### src/rtl/nco_dac_serializer.sv
// Sample FIFO feeding a 16-bit SPI-style frame serializer for a 12-bit DAC.
// Generates SCLK/CSn/SDO, tracks occupancy and flags dropped samples.
module nco_dac_serializer #(
    parameter int unsigned DEPTH = 4,
    parameter int unsigned DIV   = 2,
    parameter int unsigned GAP   = 3,
    parameter logic [3:0]  CMD   = 4'b0011
) (
    input  logic                     clk,
    input  logic                     rst_n,
    input  logic                     En,
    input  logic                     Vld,
    input  logic [11:0]              Din,
    input  logic                     Clr,
    output logic                     SCLK,
    output logic                     CSn,
    output logic                     SDO,
    output logic                     Busy,
    output logic                     Ovf,
    output logic [$clog2(DEPTH):0]   Level
);

    localparam int unsigned AW = $clog2(DEPTH);
    localparam int unsigned LW = AW + 1;
    localparam int unsigned DW = $clog2(DIV + 1);
    localparam int unsigned GW = $clog2(GAP + 1);

    typedef enum logic [1:0] {
        S_IDLE,
        S_SHIFT,
        S_GAP
    } state_t;

    state_t         r_state;
    state_t         w_state_nxt;
    logic [11:0]    r_mem [DEPTH];
    logic [AW-1:0]  r_wptr;
    logic [AW-1:0]  r_rptr;
    logic [LW-1:0]  r_level;
    logic           r_ovf;
    logic [15:0]    r_sr;
    logic [3:0]     r_bit;
    logic [DW-1:0]  r_div;
    logic [GW-1:0]  r_gap;
    logic           r_sclk;
    logic           r_csn;
    logic           r_sdo;
    logic           r_busy;

    logic [15:0]    w_sr_nxt;
    logic [3:0]     w_bit_nxt;
    logic [DW-1:0]  w_div_nxt;
    logic [GW-1:0]  w_gap_nxt;
    logic           w_sclk_nxt;
    logic           w_csn_nxt;
    logic           w_sdo_nxt;
    logic           w_full;
    logic           w_pop;
    logic           w_push;
    logic           w_drop;

    // A push into a full FIFO is still accepted when the head pops this cycle
    assign w_full = (r_level == LW'(DEPTH));
    assign w_pop  = (r_state == S_IDLE) && (r_level != '0);
    assign w_push = En && Vld && (!w_full || w_pop);
    assign w_drop = En && Vld && w_full && !w_pop;

    // Frame sequencing: SCLK toggles every DIV cycles, SDO advances on falling edges
    always_comb begin
        w_state_nxt = r_state;
        w_sr_nxt    = r_sr;
        w_bit_nxt   = r_bit;
        w_div_nxt   = r_div;
        w_gap_nxt   = r_gap;
        w_sclk_nxt  = r_sclk;
        w_csn_nxt   = r_csn;
        w_sdo_nxt   = r_sdo;
        case (r_state)
            S_IDLE: begin
                if (w_pop) begin
                    w_sr_nxt    = {CMD, r_mem[r_rptr]};
                    w_bit_nxt   = 4'd15;
                    w_div_nxt   = '0;
                    w_sclk_nxt  = 1'b0;
                    w_csn_nxt   = 1'b0;
                    w_sdo_nxt   = CMD[3];
                    w_state_nxt = S_SHIFT;
                end
            end
            S_SHIFT: begin
                if (r_div == DW'(DIV - 1)) begin
                    w_div_nxt = '0;
                    if (!r_sclk) begin
                        w_sclk_nxt = 1'b1;
                    end else begin
                        w_sclk_nxt = 1'b0;
                        if (r_bit == 4'd0) begin
                            w_csn_nxt   = 1'b1;
                            w_sdo_nxt   = 1'b0;
                            w_gap_nxt   = '0;
                            w_state_nxt = S_GAP;
                        end else begin
                            w_bit_nxt = r_bit - 4'd1;
                            w_sr_nxt  = {r_sr[14:0], 1'b0};
                            w_sdo_nxt = r_sr[14];
                        end
                    end
                end else begin
                    w_div_nxt = r_div + DW'(1);
                end
            end
            S_GAP: begin
                if (r_gap == GW'(GAP - 1)) begin
                    w_state_nxt = S_IDLE;
                end else begin
                    w_gap_nxt = r_gap + GW'(1);
                end
            end
            default: begin
                w_state_nxt = S_IDLE;
            end
        endcase
    end

    always_ff @(posedge clk or negedge rst_n) begin
        if (!rst_n) begin
            r_state <= S_IDLE;
            r_sr    <= '0;
            r_bit   <= '0;
            r_div   <= '0;
            r_gap   <= '0;
            r_sclk  <= 1'b0;
            r_csn   <= 1'b1;
            r_sdo   <= 1'b0;
            r_busy  <= 1'b0;
        end else begin
            r_state <= w_state_nxt;
            r_sr    <= w_sr_nxt;
            r_bit   <= w_bit_nxt;
            r_div   <= w_div_nxt;
            r_gap   <= w_gap_nxt;
            r_sclk  <= w_sclk_nxt;
            r_csn   <= w_csn_nxt;
            r_sdo   <= w_sdo_nxt;
            r_busy  <= (w_state_nxt != S_IDLE);
        end
    end

    // FIFO bookkeeping and sticky overflow (a new drop beats Clr)
    always_ff @(posedge clk or negedge rst_n) begin
        if (!rst_n) begin
            r_wptr  <= '0;
            r_rptr  <= '0;
            r_level <= '0;
            r_ovf   <= 1'b0;
        end else begin
            if (w_push) begin
                r_wptr <= r_wptr + AW'(1);
            end
            if (w_pop) begin
                r_rptr <= r_rptr + AW'(1);
            end
            case ({w_push, w_pop})
                2'b10:   r_level <= r_level + LW'(1);
                2'b01:   r_level <= r_level - LW'(1);
                default: r_level <= r_level;
            endcase
            if (w_drop) begin
                r_ovf <= 1'b1;
            end else if (Clr) begin
                r_ovf <= 1'b0;
            end
        end
    end

    always_ff @(posedge clk) begin
        if (w_push) begin
            r_mem[r_wptr] <= Din;
        end
    end

    assign SCLK  = r_sclk;
    assign CSn   = r_csn;
    assign SDO   = r_sdo;
    assign Busy  = r_busy;
    assign Ovf   = r_ovf;
    assign Level = r_level;

endmodule

### config.mk
export PLATFORM = sky130hd
export DESIGN_NAME = nco_dac_serializer
export DESIGN_NICKNAME = d
export VERILOG_FILES = /design/src/rtl/nco_dac_serializer.sv
export SDC_FILE = /design/constraint.sdc
export NUM_CORES = 1
export LEC_CHECK = 0
export CORE_ASPECT_RATIO = 1.4
export CORE_MARGIN = 4
export CORE_UTILIZATION = 35
export DETAILED_ROUTE_END_ITERATION = 6
export HOLD_SLACK_MARGIN = 0.05
export MAX_ROUTING_LAYER = met4
export PLACE_DENSITY_LB_ADDON = 0.15
export SYNTH_ARGS = -nofsm -noshare
export SYNTH_HDL_FRONTEND = slang
export SYNTH_SLANG_ARGS = --single-unit
export TNS_END_PERCENT = 5
### constraint.sdc
create_clock -name clk -period 7.25 [get_ports clk]
set_clock_uncertainty 0.2 [all_clocks]
set_input_delay 1.0875 -clock clk [delete_from_list [all_inputs] [get_ports clk]]
set_output_delay 1.0875 -clock clk [all_outputs]
set_load 0.02 [all_outputs]
Figure 1. Register map, names as in the netlist.
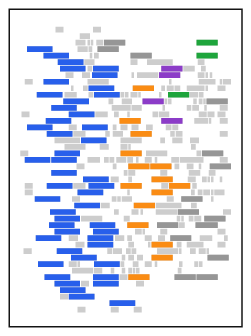
colour	netlist name	flops
green	Level	3
blue	r_mem	48
purple	r_bit	4
orange	r_sr	15
not coloured	15
Reg area: 0.00237 mm^2
P_seq: 0.000722 W
sequential share of cell area: 52.7%
final core utilization: 41.6%

Figure 2. Routed metal, one colour a layer.
Bar = 20 um.
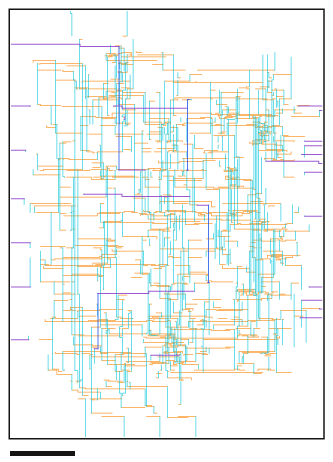
colour	layer	wire length
purple	metal 3	246 um
cyan	metal 2	3470 um
blue	metal 4	101 um
orange	metal 1	3030 um
WL/cell: 15.5 um
Via Count: 2167
total track usage: 12.3%
Final Routed Wirelength: 6840 um

Figure 3. Clock distribution.
Bar = 20 um.
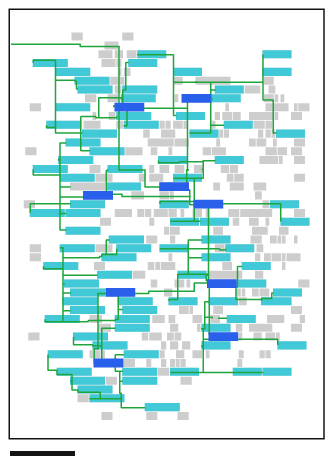
[blue] clock drivers | count: 9
[cyan] flip-flops | count: 85
[green] clock wires | length: 1100 um
routed clock nets	10

registers in the layout (all words and copies together) (netlist names):
name,cells
r_mem,48
r_sr,15
r_bit,4
Level,3
r_div,2
r_gap,2
r_rptr,2
r_state,2
r_wptr,2
Busy,1
CSn,1
Ovf,1
SCLK,1
SDO,1
power by group:
part / total, W / internal (W) / switching, W
Combinational: 0.000627 / 0.000280 / 0.000347
Clock: 0.000518 / 0.000337 / 0.000182
Sequential: 0.000722 / 0.000625 / 0.0000975
Total: 0.00187 / 0.00124 / 0.000626
routing by layer:
layer	vias up	global-route usage, %	part of all wire (%)
li1	1058	-	-
met1	1067	14.8	44
met2	33	19.5	51
met3	9	3.31	3.6
met4	0	4.68	1.5
met5	-	-	0
kinds of logic (layout without fill, tap and decap cells):
group	Yosys count	count (layout)	share of synthesized area, %
DFF	85	85	61.7
buffers and inverters	21	49	3.52
muxes	25	25	7.92
adders and majority gates	7	7	2.48
xor gates and xnor gates	5	5	1.14
AOI/OAI and AO/OA	46	46	10.6
and+or+nand+nor	82	82	12.7
stage by stage:
stage,utilization (%),hold WS (ns)
final,41.6,0.292
after global routing,41.6,0.323
after CTS,41.6,0.295
after detailed placement,38.4,0.281
after global placement,38.4,0.277
after floorplan,-,0.258
path summary, 6_finish.rpt:
check	cells past startpoint	end	slack, ns	start
setup / recovery	6	Level[2]	4.18	En
hold reg to reg	1	r_sr[12]	0.29	r_sr[12]
min in group asynchronous	1	SDO	0.66	rst_n
setup reg to reg	6	Level[2]	4.56	r_state[0]
max in group asynchronous	1	r_wptr[0]	5.65	rst_n
hold / removal	1	r_sr[12]	0.29	r_sr[12]
layout by cell type, fill, tap and decap left out, types with 2 or more instances in the layout:
master           count
and2_1               4
nand2_1              9
clkdlybuf4s50_1     23
mux2_4               6
nand3_1             14
o21ai_0              4
o21a_1               2
ha_1                 6
mux2i_1             11
a221oi_1             2
a21oi_1              4
or3_1               15
o22a_1               2
edfxtp_1            48
o211ai_2             5
nor2_1              18
inv_1                8
bufinv_16            3
clkbuf_16            9
a22o_1               3
o211ai_1             6
and3_1               2
a21oi_2             10
nor2b_1              2
nor3_1               2
xnor2_1              5
mux2_2               5
clkinv_4             2
dfrtp_1             36
worst max-delay path, stage by stage:
cell and delay, ns:
clkdlybuf4s50_1 0.40, nand2_1 0.28, nand2_1 0.12, fa_1 0.43, or3_1 0.41, a311o_1 0.36
cell type report:
class	instances	area share [%]
Timing Repair Buffer	25	5.40
Inverter	8	0.668
Multi-Input combinational cell	165	29.8
Tap cell	141	3.92
Clock inverter	6	2.48
Sequential cell	85	52.7
Clock buffer	10	5.09
==> impl_metrics.ini <==
; implementation run metrics
[run_status]
outcome = finished, final reports clean

[route]
dr.first_iter.drc_count = 97
ant_nets = 0
first_pass_iters = 4
drt-vias-per-instance = 4.93

[floorplanning]
die_w_um = 96.5
num_io_pins = 25
initial_core_util_pct = 35.5
fp.dieH_um = 132

[placed_design]
portBuffers = 24
dp.cells = 424
place.gp.congestion = 0.663
hpwlAfterDp_um = 4630
dpl_cell_area_mm2 = 0.00416
dpl_worst_slack_ns = 3.82

[synth]
top_cell = edfxtp_1
common_cells = edfxtp_1 (48), dfrtp_1 (36), nor2_1 (18), or3_1 (15), nand3_1 (14)
async_reset_ff_share_pct = 43.5
syn_avg_cell_area_um2 = 14.2
ys_seq_elements = 85
topCellsByArea = edfxtp_1 (38%), dfrtp_1 (23%), mux2i_1 (2.9%)
yosys_warnings = 0

[setup_path]
worstPathArrival_ns = 3.09

[cts]
clkSinkCount = 85
cts-root-buf = clkbuf_16
postCtsResizedCells = 0
cts_buffers = 9
cts_max_path_buffers = 2

[global_route]
antenna_found_initial = 0

[layout]
fin_cells = 440
fill_cells = 1040
final_cell_area_mm2 = 0.00450
layout-drive-gt1-share_pct = 18.7
area_delta_synth_final_pct = 17.0
comb_area_mm2 = 0.00134

[job]
maxCapViolations = 0
tool_warnings = 29

[sta]
setup_ws_ns = 4.18
slew_headroom_pct = 28.0
hold_viol_final = 0

[power]
p_leak_nw = 1.63
power_w = 0.00187
p_per_area_mw_per_mm2 = 415
Power figures rest on the tool's default switching activity, not on a simulated workload.
